--- src/rtl/fifo_wptr_full.sv ---
// fifo_wptr_full: write-side pointer and full-flag controller of an async FIFO.
//   Latency: RAM write enable/address are combinational (0 cycles); flags and pointers update on the push edge.
//   Backpressure: wfull blocks pushes; a write attempted while full is dropped and sets the sticky wovf.
// Ports:
//   w_clk, w_rst      write clock, synchronous active-low reset
//   winc              write request from producer
//   rptr_gray         Gray read pointer from the read domain (asynchronous)
//   wclken, waddr     RAM write enable and address
//   wptr_gray         registered Gray write pointer to the read-domain synchronizer
//   wfull, walmost_full, wlevel, wovf   status flags (registered)
module fifo_wptr_full #(
  parameter int ADDR_WIDTH = 4,
  parameter int AF_MARGIN  = 2
) (
  input  logic                  w_clk,
  input  logic                  w_rst,
  input  logic                  winc,
  input  logic [ADDR_WIDTH:0]   rptr_gray,
  output logic                  wclken,
  output logic [ADDR_WIDTH-1:0] waddr,
  output logic [ADDR_WIDTH:0]   wptr_gray,
  output logic                  wfull,
  output logic                  walmost_full,
  output logic [ADDR_WIDTH:0]   wlevel,
  output logic                  wovf
);

  localparam int A     = ADDR_WIDTH;
  localparam int DEPTH = 1 << A;
  localparam logic [A:0] AF_THRESH = (A+1)'(DEPTH - AF_MARGIN);

  logic [A:0] wbin_q, wbin_d;
  logic [A:0] wgray_q, wgray_d;
  logic [A:0] rq1_q, rq2_q;
  logic [A:0] rbin;
  logic [A:0] level_d;
  logic       wfull_q, wfull_d;
  logic       waf_q, waf_d;
  logic [A:0] wlevel_q;
  logic       wovf_q, wovf_d;
  logic       push;

  always_comb begin
    push    = winc & ~wfull_q;
    wbin_d  = wbin_q + {{A{1'b0}}, push};
    wgray_d = wbin_d ^ (wbin_d >> 1);

    // Gray-to-binary: each binary bit is the XOR of all Gray bits at or above it.
    rbin = '0;
    for (int i = 0; i <= A; i++) begin
      rbin[i] = ^(rq2_q >> i);
    end

    level_d = wbin_d - rbin;
    // Full when the next write pointer is exactly one lap ahead of the synced
    // read pointer: in Gray, the top two bits are inverted and the rest match.
    wfull_d = (wgray_d == {~rq2_q[A:A-1], rq2_q[A-2:0]});
    waf_d   = (level_d >= AF_THRESH);
    wovf_d  = wovf_q | (winc & wfull_q);
  end

  always_ff @(posedge w_clk) begin
    if (!w_rst) begin
      wbin_q   <= '0;
      wgray_q  <= '0;
      rq1_q    <= '0;
      rq2_q    <= '0;
      wfull_q  <= 1'b0;
      waf_q    <= 1'b0;
      wlevel_q <= '0;
      wovf_q   <= 1'b0;
    end else begin
      rq1_q    <= rptr_gray;
      rq2_q    <= rq1_q;
      wbin_q   <= wbin_d;
      wgray_q  <= wgray_d;
      wfull_q  <= wfull_d;
      waf_q    <= waf_d;
      wlevel_q <= level_d;
      wovf_q   <= wovf_d;
    end
  end

  assign wclken       = push;
  assign waddr        = wbin_q[A-1:0];
  assign wptr_gray    = wgray_q;
  assign wfull        = wfull_q;
  assign walmost_full = waf_q;
  assign wlevel       = wlevel_q;
  assign wovf         = wovf_q;

endmodule
--- config.mk ---
export PLATFORM = sky130hd
export DESIGN_NAME = fifo_wptr_full
export DESIGN_NICKNAME = d
export VERILOG_FILES = /design/src/rtl/fifo_wptr_full.sv
export SDC_FILE = /design/constraint.sdc
export NUM_CORES = 1
export LEC_CHECK = 0
export CAP_MARGIN = 0
export CORE_UTILIZATION = 43
export CTS_BUF_LIST = sky130_fd_sc_hd__clkbuf_16
export DETAILED_ROUTE_END_ITERATION = 7
export GPL_TIMING_DRIVEN = 0
export HOLD_SLACK_MARGIN = 0.03
export PLACE_DENSITY = 0.76
export RECOVER_POWER = 25
export SYNTH_ARGS = -nofsm -noshare
export SYNTH_HDL_FRONTEND = slang
export SYNTH_SLANG_ARGS = --single-unit
--- constraint.sdc ---
create_clock -name w_clk -period 2.8 [get_ports w_clk]
set_input_delay 0.56 -clock w_clk [delete_from_list [all_inputs] [get_ports w_clk]]
set_output_delay 0.56 -clock w_clk [all_outputs]
set_load 0.05 [all_outputs]
Figure 1. Cell outlines without signal wires (run 1).
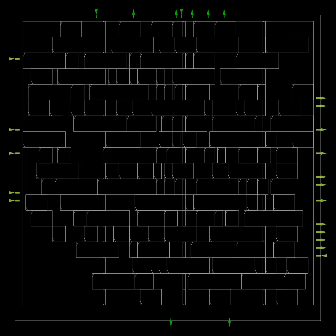
Seq/total area: 0.3338
tally of filler cells in the layout: 191

Figure 2. I/O nets highlighted (run 1).
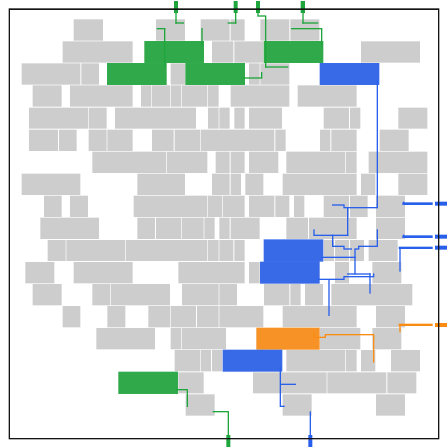
| color | port | bits | direction | end cells | buffers | wire |
|---|---|---|---|---|---|---|
| green | `wlevel` | 5 | output | 5 | 5 | 42.8 um |
| orange | `wfull` | 1 | output | 1 | 1 | 16.5 um |
| blue | `waddr` | 4 | output | 4 | 4 | 87.2 um |

Figure 3. Metal layers overlaid (run 1).
Bar = 20 um.
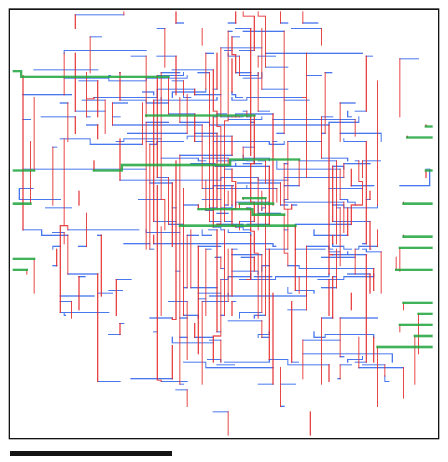
| color | layer | wire length |
|---|---|---|
| green | met3 | 138 um |
| red | met2 | 1170 um |
| blue | met1 | 892 um |

==> results.toml, run 1 <==
# synthesis and place-and-route metrics
[outcome]
status = "completed"

[floorplan]
num_rows = 18
die_w_um = 52.78
die_h_um = 52.78
fp_util = 0.4516
tap_cells = 30

[power_and_ir_drop]
p_clk_frac = 0.288
power_mw = 1.077
power-top-group = "sequential cells"
switching_share = 0.3043
power_combinational_mw = 0.334
p_per_area_mw_per_mm2 = 657.7
peakVddDrop_mv = 0.6470
p_int_mw = 0.7494
clk-power_mw = 0.310
cellLeakagePower_nw = 0.6409

[synth]
synth_seq_share = 0.4876
logic_family = "simple AND/OR/NAND/NOR gates"
top_cell = "dfxtp_1"
common_cells = "dfxtp_1, and2_1, nor2_1"
compound_area_frac = 0.08691
yosys_warnings = 0
flop_cell = "dfxtp_1"
syn_area_mm2 = 0.001109
synth_nets = 125
synth-seq-cells = 27
ys_sh_xor = 0.1332
synth-edff-count = 0
simple_gate_area_frac = 0.1907
async_flop_share = 0
synth_area_per_cell_um2 = 9.987
ys_types = 24
yosysChipArea_mm2 = 0.001109
ys_cells = 111

[detailed_routing]
via_per_inst = 4.983
wl_met2_um = 1166
drtIter0Drc = 21
final_antenna_net_count = 0
routed_wl_um = 2196
routedWlPerCell_um = 12.62
highest_layer = "met3"
dr_wl_met3_um = 138
dr_total_vias = 867

[setup_path]
cp_max_fo = 4
max_stage_delay_ns = 0.43
cp.arrival_ns = 2.94
critPathLaunch = "winc"
path_depth = 11
reg2reg_depth = 11
reg2reg_to = "walmost_full"
r2r-start = "rq2_q[4]"
setup.worst_path.start_class = "input pin"
cp_top_family = "adder cells"
path_buffers = 2
crit_path_end_kind = "flop"

[placement]
dp_slack_ns = -0.5139
portBuffers = 25
hpwlAfterDp_um = 1499
dp.cells = 166
post_dp_cell_area_mm2 = 0.001451

[final_timing]
finalSetupViolCount = 0
fin_setup_tns_ns = 0
timing.hold.ws_ns = 0.4351
rsz0062_at_grt = "true"
max_freq_mhz = 362.2
clock_skew_ns = 0.0009623
post-route-period-util = 0.9862
drv_slew = 0
finalHoldViolCount = 0
maxSlewHeadroom = 0.6678

[layout]
clkbuf_count = 3
logic_area_um2 = 664.4
nonClkBufAreaFrac = 0.1757
comb_share = 0.4057
area_growth_pct = 47.74
clk_share = 0.04813
drive_gt1_frac = 0.1667
diodes = 0
largest_cell_class = "logic gates"
seq_area_um2 = 546.8
inv_count = 6
buffers = 31
finalNetCount = 159
finalInstanceArea_mm2 = 0.001638

[clocking]
cts-resized-gates = 7
clockBufferDepth = 2
cts_made_buffers = 3
clock_latency_ns = 0.26
tritoncts = "built"
clk_pin_slew_ns = 0.06
hold_buffers = 0
post_cts_buffers = 3

[job]
cap_violations = 0

[global_routing]
track_usage = 0.1662
gr-total-overflow = 0
grt_pass1_vias = 794
grt.busiest_layer = "met2"
grtUsageMet1 = 0.1982
use_met2 = 0.2932
grt_pass1_wl_um = 3339
grt_max_degree = 15

[worst_hold_path]
hp-class = "flop to flop"
hold_end = "rq2_q[2]"
hp-start = "rq1_q[2]"
hold_depth = 1
Figure 4. Clock network drawn from the DEF (run 1).
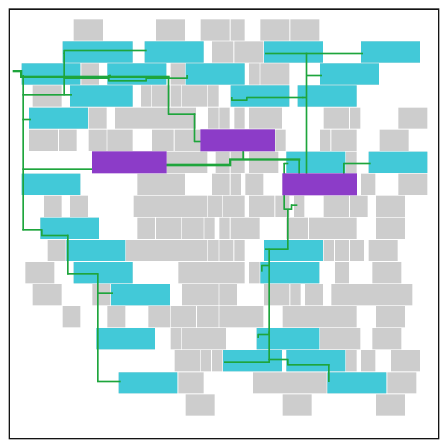

==> run 2: changes to the inputs <==
--- a/config.mk
+++ b/config.mk
@@ -6,12 +6,12 @@
 export NUM_CORES = 1
 export LEC_CHECK = 0
 export CAP_MARGIN = 0
-export CORE_UTILIZATION = 43
+export CORE_UTILIZATION = 48
 export CTS_BUF_LIST = sky130_fd_sc_hd__clkbuf_16
 export DETAILED_ROUTE_END_ITERATION = 7
 export GPL_TIMING_DRIVEN = 0
 export HOLD_SLACK_MARGIN = 0.03
-export PLACE_DENSITY = 0.76
+export PLACE_DENSITY = 0.8
 export RECOVER_POWER = 25
 export SYNTH_ARGS = -nofsm -noshare
 export SYNTH_HDL_FRONTEND = slang
==> constraint.sdc (replaced) <==
create_clock -name w_clk -period 2.9 [get_ports w_clk]
set_input_delay 0.58 -clock w_clk [delete_from_list [all_inputs] [get_ports w_clk]]
set_output_delay 0.58 -clock w_clk [all_outputs]
set_load 0.05 [all_outputs]
Figure 5. Clock network drawn from the DEF (run 2).
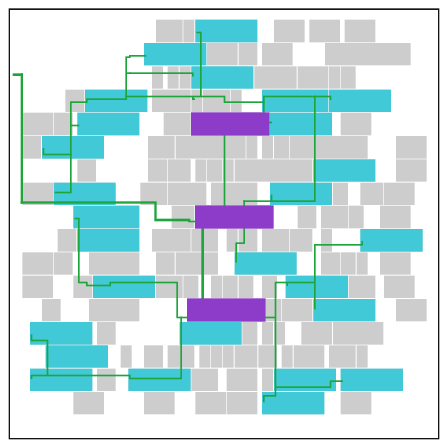
[cyan] flip-flops | count: 27
[purple] cells driving clock nets | count: 3
[green] clock wires | length: 287 um
flops lie: all over the die

==> results.toml, run 2 <==
# synthesis and place-and-route metrics
[detailed_routing]
drtIter0Drc = 27
via_per_inst = 5.047
dr_wl_met3_um = 48
highest_layer = "met4"
routed_wl_um = 2193
final_antenna_net_count = 0
wl_met2_um = 1130
dr_total_vias = 858
routedWlPerCell_um = 12.90
wl_met1_um = 988

[layout]
diodes = 0
seq_area_frac = 0.3466
inv_count = 6
logic_area_um2 = 614.3
area_growth_pct = 41.31
comb_share = 0.3922
drive_gt1_frac = 0.1197
finalNetCount = 157
nonClkBufAreaFrac = 0.1741
layout_top_cell = "dfxtp_1"
clkbuf_count = 3
clk_share = 0.05032
largest_cell_class = "logic gates"
buffers = 29
finalInstanceArea_mm2 = 0.001567
fin_cells = 170
n_fill_cell = 156
seq_area_um2 = 543.0

[final_timing]
post-route-period-util = 0.9639
timing.hold.ws_ns = 0.4386
fin_setup_tns_ns = 0
drv_slew = 0
maxSlewHeadroom = 0.6665
rsz0062_at_grt = "false"
finalSetupViolCount = 0
max_freq_mhz = 357.8
finalHoldViolCount = 0
clock_skew_ns = 0.001931
finalWorstSetupSlack_ns = 0.1048

[placement]
hpwlAfterDp_um = 1490
dp.cells = 164
post_dp_cell_area_mm2 = 0.001415
portBuffers = 25
dp_slack_ns = -0.4711

[synth]
ys_types = 24
synth_area_per_cell_um2 = 9.987
logic_family = "simple AND/OR/NAND/NOR gates"
simple_gate_area_frac = 0.1907
yosys.area_share.adder = 0.07449
compound_area_frac = 0.08691
syn_area_mm2 = 0.001109
synth_nets = 125
mux_share = 0
top_cell = "dfxtp_1"
synth-edff-count = 0
async_flop_share = 0
flop_cell = "dfxtp_1"
yosysChipArea_mm2 = 0.001109
ys_sh_xor = 0.1332
common_cells = "dfxtp_1, and2_1, nor2_1"
ys_cells = 111
synth-seq-cells = 27
synth_seq_share = 0.4876
yosys_warnings = 0

[global_routing]
track_usage = 0.1836
grt.busiest_layer = "met2"
grt_pass1_vias = 849
grt_max_degree = 15
globalRouteMet3Util = 0.04012
grtUsageMet1 = 0.1901
use_met2 = 0.3356
gr-total-overflow = 0
grt_pass1_wl_um = 3436

[setup_path]
worstSetupPathType = "input pin to flop"
setup.worst_path.start_class = "input pin"
path_depth = 10
r2r-start = "rq2_q[3]"
reg2reg_to = "walmost_full"
max_stage_delay_ns = 0.43
path_buffers = 1
cp_max_fo = 4
required_ns = 3.08
cp.arrival_ns = 2.98
crit_path_end_kind = "flop"
critPathLaunch = "winc"
reg2reg_depth = 11
cp_top_family = "simple AND/OR/NAND/NOR gates"

[power_and_ir_drop]
switchingPower_mw = 0.3148
power_mw = 1.026
p_per_area_mw_per_mm2 = 654.7
p_int_mw = 0.7108
cellLeakagePower_nw = 0.6299
power_combinational_mw = 0.304
clk-power_mw = 0.303
power-top-group = "sequential cells"
switching_share = 0.3069
p_clk_frac = 0.296
peakVddDrop_mv = 0.4301

[job]
warning_count = 26
cap_violations = 0

[clocking]
post_cts_buffers = 2
cts-resized-gates = 6
clockBufferDepth = 2
htreeDepth = 1
hold_buffers = 0
root_buffer = "clkbuf_16"
cts_made_buffers = 3
clk_pin_slew_ns = 0.06
numClockSinks = 27
clock_latency_ns = 0.26
tritoncts = "built"

[floorplan]
tap_cells = 28
fp_util = 0.5060
die_h_um = 50.06
die_w_um = 50.06
io_pins = 26
num_rows = 17

[outcome]
status = "completed"

[worst_hold_path]
hold_end = "rq2_q[1]"
hold_depth = 1
hp-start = "rq1_q[1]"
hp-class = "flop to flop"
Figure 6. I/O nets highlighted (run 2).
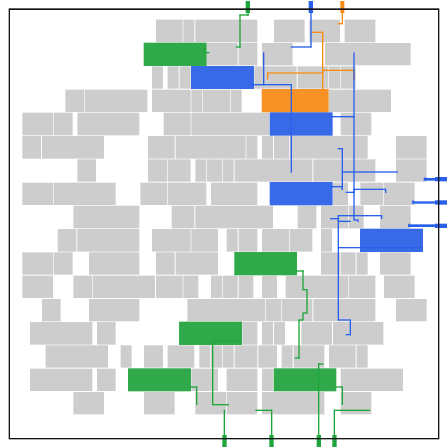
| color | port | bits | direction | end cells | buffers | wire |
|---|---|---|---|---|---|---|
| green | `wlevel` | 5 | output | 5 | 5 | 61.5 um |
| orange | `wfull` | 1 | output | 1 | 1 | 22.5 um |
| blue | `waddr` | 4 | output | 4 | 4 | 107 um |

No activity file was given, so power comes from the tool's default toggle rates.
